## src/rtl/sram_port_arbiter_if.sv

```systemverilog
// sram_port_arbiter_if
//   Bundles every signal between the SRAM port arbiter and its neighbours:
//   the renderer write channel, the display read channel, the SRAM
//   controller port and the drained status flag.
//
//   Write channel  : wr_valid, wr_addr, wr_data -> arbiter; wr_ready <- arbiter
//   Read channel   : rd_req, rd_addr -> arbiter; rd_data, rd_data_valid <- arbiter
//   SRAM port      : sram_read_enable, sram_write_enable, sram_addr,
//                    sram_write_data <- arbiter; sram_read_data -> arbiter
//   Status         : drained <- arbiter
//
//   Modports
//     slave  : the arbiter's view
//     master : the surrounding system (renderer, display, SRAM controller)
interface sram_port_arbiter_if #(
    parameter int ADDR_W = 20,
    parameter int DATA_W = 16
);
    logic              wr_valid;
    logic [ADDR_W-1:0] wr_addr;
    logic [DATA_W-1:0] wr_data;
    logic              wr_ready;

    logic              rd_req;
    logic [ADDR_W-1:0] rd_addr;
    logic [DATA_W-1:0] rd_data;
    logic              rd_data_valid;

    logic              sram_read_enable;
    logic              sram_write_enable;
    logic [ADDR_W-1:0] sram_addr;
    logic [DATA_W-1:0] sram_write_data;
    logic [DATA_W-1:0] sram_read_data;

    logic              drained;

    modport slave (
        input  wr_valid, wr_addr, wr_data, rd_req, rd_addr, sram_read_data,
        output wr_ready, rd_data, rd_data_valid,
        output sram_read_enable, sram_write_enable, sram_addr, sram_write_data,
        output drained
    );

    modport master (
        output wr_valid, wr_addr, wr_data, rd_req, rd_addr, sram_read_data,
        input  wr_ready, rd_data, rd_data_valid,
        input  sram_read_enable, sram_write_enable, sram_addr, sram_write_data,
        input  drained
    );
endinterface

```

## src/rtl/sram_port_arbiter.sv

```systemverilog
// sram_port_arbiter
//   Shares the single SRAM controller port between the renderer (pixel
//   writes) and the display controller (scan-out reads). Renderer writes are
//   buffered in a DEPTH-entry FIFO; a display read request always wins the
//   port, and queued writes use every cycle without a read. Read data comes
//   back in request order 2+READ_LATENCY cycles after the request. The
//   drained flag tells the frame/swap logic that every accepted write has
//   been issued to SRAM.
//
//   Ports
//     clock : system clock, rising edge
//     reset : asynchronous, active-low
//     bus   : sram_port_arbiter_if.slave (write channel, read channel,
//             SRAM port, drained)
//
//   Parameters
//     DEPTH        : write FIFO entries, power of two, >= 2
//     ADDR_W       : SRAM word address width (must match bus)
//     DATA_W       : SRAM data width (must match bus)
//     READ_LATENCY : SRAM cycles from read enable to valid read data, >= 1
module sram_port_arbiter #(
    parameter int DEPTH        = 16,
    parameter int ADDR_W       = 20,
    parameter int DATA_W       = 16,
    parameter int READ_LATENCY = 2
) (
    input  logic               clock,
    input  logic               reset,
    sram_port_arbiter_if.slave bus
);
    localparam int PTR_W = $clog2(DEPTH);
    localparam int CNT_W = PTR_W + 1;
    localparam logic [CNT_W-1:0] FULL_COUNT = CNT_W'(DEPTH);

    typedef struct packed {
        logic [ADDR_W-1:0] addr;
        logic [DATA_W-1:0] data;
    } wr_entry_t;

    // Port decision for the current cycle; it takes effect on the SRAM port
    // in the next cycle.
    typedef enum logic [1:0] {
        OP_IDLE,
        OP_READ,
        OP_WRITE
    } op_e;

    wr_entry_t         fifo_mem [DEPTH];
    logic [PTR_W-1:0]  wr_ptr;
    logic [PTR_W-1:0]  rd_ptr;
    logic [CNT_W-1:0]  count;
    logic              wr_ready;
    logic              push;
    logic              pop;
    wr_entry_t         head;
    op_e               op;

    logic              sram_read_enable_q;
    logic              sram_write_enable_q;
    logic [ADDR_W-1:0] sram_addr_q;
    logic [DATA_W-1:0] sram_write_data_q;
    logic              drained_q;
    // Bits [READ_LATENCY-1:0] track reads inside the SRAM; the top bit is
    // the rd_data_valid pulse itself.
    logic [READ_LATENCY:0] rd_valid_pipe;
    logic [DATA_W-1:0] rd_data_q;

    // Ready depends on the registered count only, so a full FIFO refuses a
    // push even in a cycle where it also pops.
    assign wr_ready = (count != FULL_COUNT);
    assign push     = bus.wr_valid & wr_ready;
    assign head     = fifo_mem[rd_ptr];

    always_comb begin
        // NOTE: op gets a default before any branch so every path assigns it;
        // without it an unassigned path would infer a latch.
        op = OP_IDLE;
        if (bus.rd_req) begin
            op = OP_READ;
        end else if (count != '0) begin
            // count is registered, so an entry pushed this cycle is not yet
            // visible here: no fall-through.
            op = OP_WRITE;
        end
    end

    assign pop = (op == OP_WRITE);

    // NOTE: the FIFO storage has no reset; pointers and count define which
    // entries are live, so clearing the array would only cost reset fan-out.
    always_ff @(posedge clock) begin
        if (push) begin
            fifo_mem[wr_ptr] <= '{addr: bus.wr_addr, data: bus.wr_data};
        end
    end

    // NOTE: all state below uses non-blocking assignments so every register
    // samples the pre-edge values, independent of statement order.
    always_ff @(posedge clock or negedge reset) begin
        if (!reset) begin
            wr_ptr              <= '0;
            rd_ptr              <= '0;
            count               <= '0;
            sram_read_enable_q  <= 1'b0;
            sram_write_enable_q <= 1'b0;
            sram_addr_q         <= '0;
            sram_write_data_q   <= '0;
            drained_q           <= 1'b1;
        end else begin
            // Pointers are PTR_W bits wide, so they wrap modulo DEPTH.
            if (push) begin
                wr_ptr <= wr_ptr + PTR_W'(1);
            end
            if (pop) begin
                rd_ptr <= rd_ptr + PTR_W'(1);
            end
            if (push && !pop) begin
                count <= count + CNT_W'(1);
            end else if (!push && pop) begin
                count <= count - CNT_W'(1);
            end

            unique case (op)
                OP_READ: begin
                    sram_read_enable_q  <= 1'b1;
                    sram_write_enable_q <= 1'b0;
                    sram_addr_q         <= bus.rd_addr;
                end
                OP_WRITE: begin
                    sram_read_enable_q  <= 1'b0;
                    sram_write_enable_q <= 1'b1;
                    sram_addr_q         <= head.addr;
                    sram_write_data_q   <= head.data;
                end
                default: begin
                    // Address and data hold; only the enables drop.
                    sram_read_enable_q  <= 1'b0;
                    sram_write_enable_q <= 1'b0;
                end
            endcase

            // A pending wr_valid keeps drained low even before it is accepted.
            drained_q <= (count == '0) & ~pop & ~bus.wr_valid;
        end
    end

    // Read return: the valid bit follows the read enable through the SRAM
    // latency; the data is captured on the cycle the SRAM presents it.
    always_ff @(posedge clock or negedge reset) begin
        if (!reset) begin
            rd_valid_pipe <= '0;
            rd_data_q     <= '0;
        end else begin
            rd_valid_pipe <= {rd_valid_pipe[READ_LATENCY-1:0], sram_read_enable_q};
            if (rd_valid_pipe[READ_LATENCY-1]) begin
                rd_data_q <= bus.sram_read_data;
            end
        end
    end

    assign bus.wr_ready          = wr_ready;
    assign bus.sram_read_enable  = sram_read_enable_q;
    assign bus.sram_write_enable = sram_write_enable_q;
    assign bus.sram_addr         = sram_addr_q;
    assign bus.sram_write_data   = sram_write_data_q;
    assign bus.drained           = drained_q;
    assign bus.rd_data           = rd_data_q;
    assign bus.rd_data_valid     = rd_valid_pipe[READ_LATENCY];
endmodule
```

## src/flat_wrapper.sv

```systemverilog
// flat-port wrapper written by rule: the top's interface ports become plain ports
module sram_port_arbiter_flat 
#(
    parameter int DEPTH        = 16,
    parameter int ADDR_W       = 20,
    parameter int DATA_W       = 16,
    parameter int READ_LATENCY = 2
)
  (clock, reset, bus_wr_valid, bus_wr_addr, bus_wr_data, bus_rd_req, bus_rd_addr, bus_sram_read_data, bus_wr_ready, bus_rd_data, bus_rd_data_valid, bus_sram_read_enable, bus_sram_write_enable, bus_sram_addr, bus_sram_write_data, bus_drained);
  sram_port_arbiter_if #(.ADDR_W(ADDR_W), .DATA_W(DATA_W)) bus_i ();
  input  logic clock;
  input  logic reset;
  input wire logic [$bits(bus_i.wr_valid)-1:0] bus_wr_valid;
  input wire logic [$bits(bus_i.wr_addr)-1:0] bus_wr_addr;
  input wire logic [$bits(bus_i.wr_data)-1:0] bus_wr_data;
  input wire logic [$bits(bus_i.rd_req)-1:0] bus_rd_req;
  input wire logic [$bits(bus_i.rd_addr)-1:0] bus_rd_addr;
  input wire logic [$bits(bus_i.sram_read_data)-1:0] bus_sram_read_data;
  output wire logic [$bits(bus_i.wr_ready)-1:0] bus_wr_ready;
  output wire logic [$bits(bus_i.rd_data)-1:0] bus_rd_data;
  output wire logic [$bits(bus_i.rd_data_valid)-1:0] bus_rd_data_valid;
  output wire logic [$bits(bus_i.sram_read_enable)-1:0] bus_sram_read_enable;
  output wire logic [$bits(bus_i.sram_write_enable)-1:0] bus_sram_write_enable;
  output wire logic [$bits(bus_i.sram_addr)-1:0] bus_sram_addr;
  output wire logic [$bits(bus_i.sram_write_data)-1:0] bus_sram_write_data;
  output wire logic [$bits(bus_i.drained)-1:0] bus_drained;
  assign bus_i.wr_valid = bus_wr_valid;
  assign bus_i.wr_addr = bus_wr_addr;
  assign bus_i.wr_data = bus_wr_data;
  assign bus_i.rd_req = bus_rd_req;
  assign bus_i.rd_addr = bus_rd_addr;
  assign bus_i.sram_read_data = bus_sram_read_data;
  assign bus_wr_ready = bus_i.wr_ready;
  assign bus_rd_data = bus_i.rd_data;
  assign bus_rd_data_valid = bus_i.rd_data_valid;
  assign bus_sram_read_enable = bus_i.sram_read_enable;
  assign bus_sram_write_enable = bus_i.sram_write_enable;
  assign bus_sram_addr = bus_i.sram_addr;
  assign bus_sram_write_data = bus_i.sram_write_data;
  assign bus_drained = bus_i.drained;
  sram_port_arbiter #(.DEPTH(DEPTH), .ADDR_W(ADDR_W), .DATA_W(DATA_W), .READ_LATENCY(READ_LATENCY)) u_core (.clock(clock), .reset(reset), .bus(bus_i));
endmodule
```

## config.mk

```make
export PLATFORM = sky130hd
export DESIGN_NAME = sram_port_arbiter_flat
export DESIGN_NICKNAME = d
export VERILOG_FILES = /design/src/rtl/sram_port_arbiter_if.sv /design/src/rtl/sram_port_arbiter.sv /design/src/flat_wrapper.sv
export SDC_FILE = /design/constraint.sdc
export NUM_CORES = 1
export LEC_CHECK = 0
export ABC_AREA = 1
export CORE_MARGIN = 8
export CORE_UTILIZATION = 50
export DETAILED_ROUTE_END_ITERATION = 10
export PLACE_DENSITY = 0.68
export REMOVE_ABC_BUFFERS = 1
export SLEW_MARGIN = 10
export SYNTH_ARGS = -nofsm -noshare
export SYNTH_HDL_FRONTEND = slang
export SYNTH_SLANG_ARGS = --single-unit
```

## constraint.sdc

```tcl
create_clock -name clock -period 10.55 [get_ports clock]
set_input_delay 2.6375 -clock clock [delete_from_list [all_inputs] [get_ports clock]]
set_output_delay 2.6375 -clock clock [all_outputs]
set_load 0.01 [all_outputs]
```

==> ds_physical_params.txt, run 1 <==
Physical implementation characteristics

Parameter                              Value

Power
  Reg power frac .................. 0.397
  Switching power share of the total .................. 0.359
  Fraction of power consumed by combinational cells .................. 0.313
  Leak pwr .................. 12.6 nW
  Power density over the cells .................. 268 nW/µm²
  Largest voltage drop on the vdd net .................. 220 µV
  Internal Pwr Total .................. 5.34 mW

Final layout
  Fraction of final layout cells sized beyond drive strength 1 .................. 0.0706
  Area overhead of the layout relative to synthesis .................. 15.6%
  Most numerous logic cell after layout .................. nand2_1
  Most frequent cells in the layout .................. nand2_1 (866), edfxtp_1 (576), nand3_1 (432)

Route
  Count of vias placed by the detailed router .................. 17700
  Detailed-router iteration count before antenna repair .................. 5
  Initial drt markers .................. 1733

Synth
  Registers, synthesis .................. 647
  Yosys warning count .................. 0
  Fraction of synthesized cell area taken by the top area cell type .................. 0.645
  Largest cells by area .................. edfxtp_1 (65%), nand2_1 (12%), nand3_1 (8.1%)
  Number of unique standard cell types used by synthesis .................. 26
  Netlist Area Pre-Place .................. 26800 µm²
  Synthesized area per cell .................. 11.0 µm²
  Area reported by Yosys stat .................. 26800 µm²
  Number of instances in the synthesized netlist .................. 2430

Die
  Area of the die .................. 61300 µm²
  Row cnt .................. 85
  Die height .................. 248 µm

CTS
  H-tree depth reported by CTS .................. 3
  CTS tree .................. done
  Cell resize tally after clock tree synthesis .................. 0
  Number of sinks driven by the clock tree .................. 647
  Buffer count from post-CTS setup fixing .................. 0
  Clock transition at path regs .................. 0.06 ns
  Clock insertion delay at the later pin of the skew report .................. 0.61 ns
  Largest buffer count on any clock path .................. 3

Critical path
  Data required, critical path .................. 10.75 ns
  Worst-path fanout max .................. 36
  Data arrival time at the worst-slack endpoint .................. 5.40 ns

Job
  MaxCap Viol Count .................. 0

Run status
  Outcome .................. finished, final reports clean

Final timing
  Post-layout min period .................. 5.20 ns
  Total setup violations reported at the end of the flow .................. 0
  Worst slew slack as a fraction of its limit .................. 0.160

GRT
  Number of global-route vias before repair .................. 17700
  Antenna violations before repair .................. 1

Place
  Final estimated routing congestion in global placement .................. 0.830
  Count of port buffers added during placement .................. 132
## run 1: power groups by stage
stage               Combinational [mW]  Clock, mW  Sequential (mW)
floorplan                         1.56          0             3.49
global placement                  2.56          0             3.35
detailed placement                2.60          0             3.35
CTS                               2.62       2.45             3.30
global route                      2.90       2.55             3.33
finish                            2.61       2.41             3.30
## run 1: cell type report
type | instances | area [µm²]
diodes | 1 | 2.50
clock buffers | 92 | 1940
clock inverters | 36 | 324
fillers | 4315 | 22400
inverters | 265 | 1010
multi-input cells | 1388 | 6220
flip-flops and latches | 647 | 19100
well taps | 696 | 871
repair buffers | 164 | 1560
## run 1: synthesized netlist by cell type (all sizes together)
cell type  count
nand2        867
edfxtp       576
nand3        432
inv          265
buf          112
dfrtp         70
a22oi         20
clkbuf        18
mux2          16
nor3          12
nor2          10
ha             9
xor2           8
a21oi          4
o21ai          4
nand4          2
a31oi          1
dfstp          1
fa             1
o21bai         1
xnor2          1
## run 1: through the flow
stage / std cells / util / setup WS [ns] / power, mW / area, µm²
CTS: 3288 / 0.581 / 5.38 / 8.37 / 31000
global placement: 3160 / 0.538 / 4.81 / 5.91 / 28700
floorplan: 2300 / - / 0.529 / 5.05 / 26200
global route: 3288 / 0.581 / 5.23 / 8.78 / 31000
finish: 3289 / 0.581 / 5.35 / 8.32 / 31000
detailed placement: 3160 / 0.538 / 4.75 / 5.95 / 28700
## run 1: worst max-delay path: stages
cell and delay (ns):
clkdlybuf4s50_1 0.48, nand2_1 0.49, inv_1 0.37, nand2_1 0.35, nor2_4 1.05
## run 1: cell families after synthesis
| family | Yosys count | share of synthesized area |
|---|---|---|
| AND/OR/NAND/NOR | 1323 | 0.206 |
| flip-flops | 647 | 0.711 |
| buffers and inverters | 395 | 0.0601 |
| AND-OR/OR-AND | 30 | 0.00761 |
| multiplexers | 16 | 0.00672 |
| adder cells (fa/ha/maj) | 10 | 0.00495 |
| XOR/XNOR | 9 | 0.00294 |
## run 1: per-layer routing
metal  up-vias  part of all wire  global-route usage
met5         -                 0                   0
met4         0             0.031              0.0834
met3       115             0.070              0.0362
met2       649              0.49               0.371
met1      8661              0.41               0.286
li1       8305                 -                   -
## run 1: registers in the layout (all words and copies together) (netlist names)
name	flops
u_core.bus.drained	1
u_core.bus.rd_data	16
u_core.bus.sram_addr	20
u_core.bus.sram_read_enable	1
u_core.bus.sram_write_data	16
u_core.bus.sram_write_enable	1
u_core.count	5
u_core.fifo_mem	576
u_core.rd_ptr	4
u_core.rd_valid_pipe	3
u_core.wr_ptr	4
## run 1: worst paths after layout
path	startpoint	to	slack, ns	cells after the start
max in group asynchronous	reset	u_core.rd_ptr[1]	7.44	2
hold / removal	u_core.rd_valid_pipe[0]	u_core.rd_valid_pipe[1]	0.37	0
min in group asynchronous	reset	u_core.bus.sram_addr[15]	1.95	1
setup reg to reg	u_core.rd_ptr[1]	u_core.bus.sram_write_data[9]	7.15	9
setup / recovery	bus_wr_valid	u_core.fifo_mem[15][0]	5.35	5
hold reg to reg	u_core.rd_valid_pipe[0]	u_core.rd_valid_pipe[1]	0.37	0
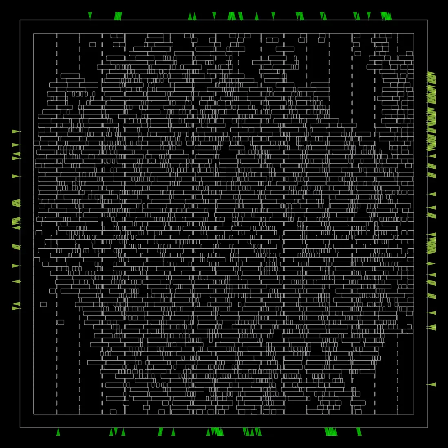
Figure 1: run 1, placed standard cells.
Core Footprint: 53400 µm²
Post-Layout Cell Count: 3289
number of filler instances in the final layout: 4315
Tapcells: 696
sequential fraction of total cell area: 0.616

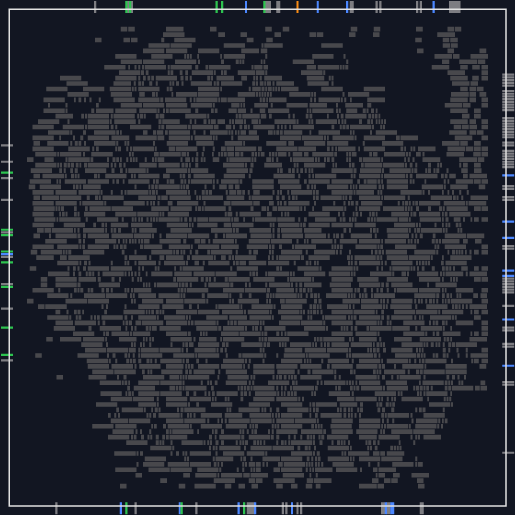
Figure 2: run 1, pin map.
Drawn at 2 px/µm. Pins as bars across the die edge, other pins in gray.
- blue: bus_wr_addr (pins 20; direction input; edge 8 bottom, 7 right, 4 top, 1 left)
- orange: bus_drained (pins 1; direction output; edge top)
- green: bus_sram_write_data (pins 16; direction output; edge 8 left, 5 top, 3 bottom)
- all pins by edge: 57 right, 30 top, 28 bottom, 18 left

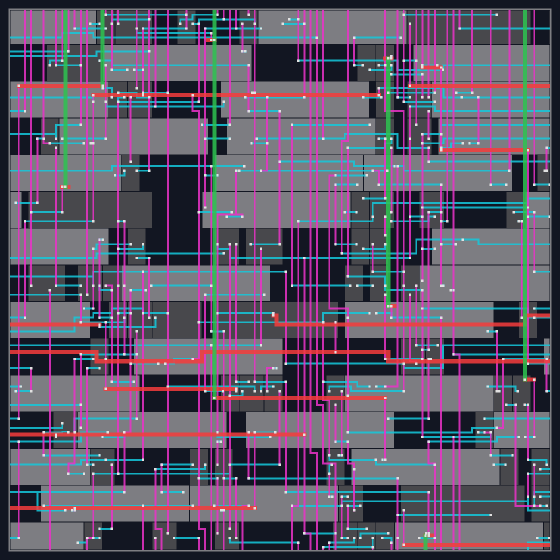
Figure 3: run 1, a small window of the routed layout.
Region (104, 104) to (144, 144) µm. Cells in gray, sequential cells in the stronger gray; small squares are vias.
- green: M4
- red: M3
- cyan: M1
- magenta: M2
- netlist names of flops here include: u_core.fifo_mem (30)
- cells with their middle in the window: 94
- sequential cells in the window: 30
- most frequent: edfxtp_1 (30), nand2_1 (26), nand3_1 (16)

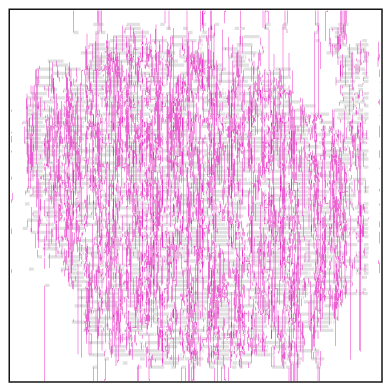
Figure 4: run 1, met2 routing.
Drawn at 1.5 px/µm.
- main direction: vertical
- longest straight run: 96.0 µm

Figure 5. Metal layers overlaid (run 1).
Drawn at 1.5 px/µm. Only two layers are drawn.
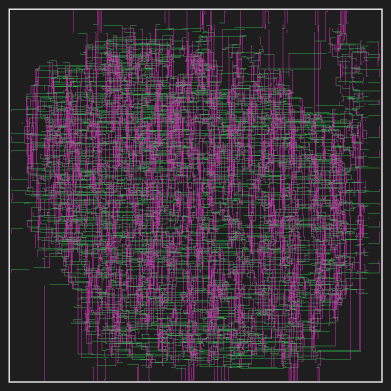

==> run 2: changes to the inputs <==
Clock period 10.55 ns to 5.1 ns, I/O delays scaled along.
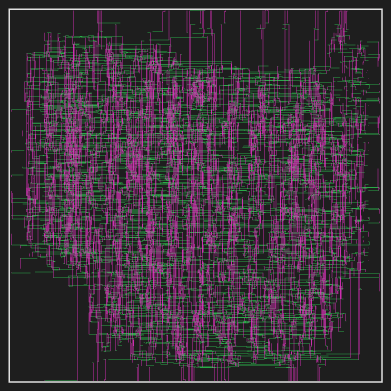
Figure 6: run 2, metal layers overlaid.
Drawn at 1.5 px/µm. Only two layers are drawn.
- magenta: M2 (wire length 32.2 mm)
- green: M1 (wire length 27.3 mm)

==> run 2 against run 1 <==
Non-clock buffer count is 5 higher. Final cell count down 0.18%. Die area is the same. Global-route usage decreased by 0.58 points. Combinational power grew 100%. Critical path depth is 5 higher. Highest routed layer unchanged. Via count shrank 0.56%. Clock power increased by 97%. Cell area shrank 0.16%.
==> ds_physical_params.txt, run 2 <==
Physical implementation characteristics

Parameter                              Value

Run status
  Outcome .................. finished, final reports clean

Synth
  Registers, synthesis .................. 647 (unchanged)
  Leading register cell type out of synthesis .................. edfxtp_1
  Most instantiated cells after synthesis .................. nand2_1 (866), edfxtp_1 (576), nand3_1 (432)
  Synthesized area per cell .................. 11.0 µm² (unchanged)
  Number of unique standard cell types used by synthesis .................. 26 (unchanged)
  Number of enable flip-flop cells .................. 576 (unchanged)
  Number of instances in the synthesized netlist .................. 2430 (unchanged)
  Yosys warning count .................. 0 (unchanged)

Die
  Row cnt .................. 85 (unchanged)
  Die height .................. 248 µm (unchanged)
  Area of the die .................. 61300 µm² (unchanged)

Final layout
  Area overhead of the layout relative to synthesis .................. 15.5%
  Most frequent cells in the layout .................. nand2_1 (866), edfxtp_1 (576), nand3_1 (432)
  Post-Layout Cell Count .................. 3283 (-0.18%)

Critical path
  Data required, critical path .................. 5.56 ns (-5.19 ns)
  Worst r2r path cells .................. 10 (+1)
  Sum of buffers and inverters on the critical path .................. 2 (unchanged)
  Delay contributed by the slowest stage of the critical path .................. 0.89 ns (-0.16 ns)
  Highest-delay cell along the critical path .................. dfrtp_4
  Data arrival time at the worst-slack endpoint .................. 4.07 ns (-1.33 ns)

Final timing
  Total setup violations reported at the end of the flow .................. 0 (unchanged)

Route
  Detailed-router iteration count before antenna repair .................. 8 (+3)

Place
  Count of port buffers added during placement .................. 132 (unchanged)

CTS
  CTS tree .................. done
  Clock insertion delay at the later pin of the skew report .................. 0.60 ns (about the same)

Min path
  Hold path cells .................. 0 (unchanged)

GRT
  Antenna violations before repair .................. 0 (-1)
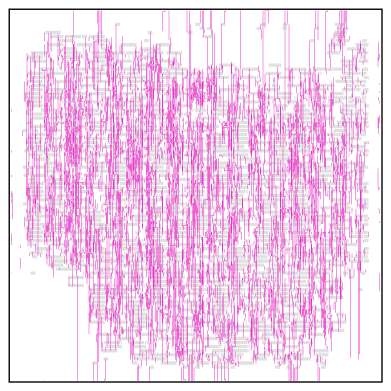
Figure 7: run 2, met2 routing.
Drawn at 1.5 px/µm.
- longest straight run: 111 µm
- share of all routed wire: 49%

run 2: cell counts after synthesis:
No cell type changed its count.
run 2: area by class of cell:
cell class              count  area, µm²  share of cell area
clock buffers              94       1930              0.0625
clock inverters            24        193             0.00622
inverters                 265       1010              0.0326
multi-input cells        1388       6220               0.201
flip-flops and latches    647      19100               0.617
well taps                 696        871              0.0281
repair buffers            169       1650              0.0532
run 2: kinds of logic (layout without fill, tap and decap cells):
family                     Yosys count  count (layout)  share of synthesized area
AOI/OAI and AO/OA                   30              30                    0.00761
xor gates and xnor gates             9               9                    0.00294
adders and majority gates           10              10                    0.00495
buffers and inverters              395             552                     0.0601
DFF                                647             647                      0.711
muxes                               16              16                    0.00672
and+or+nand+nor                   1323            1323                      0.206
run 2: per-stage QoR:
step	TNS, ns	utilization	setup WS (ns)	hold slack, ns	area [µm²]
after global placement	0	0.540	1.20	0.335	28800
after floorplan	-182.49	-	-4.92	0.331	26200
after global routing	0	0.580	1.42	0.371	31000
after detailed placement	0	0.540	1.18	0.340	28800
after CTS	0	0.580	1.66	0.353	31000
final	0	0.580	1.49	0.350	31000
run 2: path summary, 6_finish.rpt:
| kind | end | slack (ns) |
|---|---|---|
| worst min register to register | u_core.rd_valid_pipe[1] | 0.35 |
| worst max register to register | u_core.bus.sram_write_data[12] | 1.49 |
| min in group asynchronous | u_core.bus.sram_addr[10] | 0.75 |
| worst max-delay path | u_core.bus.sram_write_data[12] | 1.49 |
| worst min-delay path | u_core.rd_valid_pipe[1] | 0.35 |
| max in group asynchronous | u_core.bus.drained | 3.39 |
run 2: metal layers:
layer | track usage | up-vias | part of all wire | wire, µm
met5 | 0 | - | 0 | 0
met4 | 0.0719 | 0 | 0.030 | 1930
met3 | 0.0369 | 128 | 0.059 | 3830
met2 | 0.371 | 582 | 0.49 | 32200
met1 | 0.272 | 8612 | 0.42 | 27300
li1 | - | 8309 | - | -
run 2: where the power goes:
part           switching, mW  internal (mW)
sequential             0.432           6.44
combinational           3.60           1.68
clock                   1.96           2.79
total                   5.99           10.9
No activity file was given, so power comes from the tool's default toggle rates.
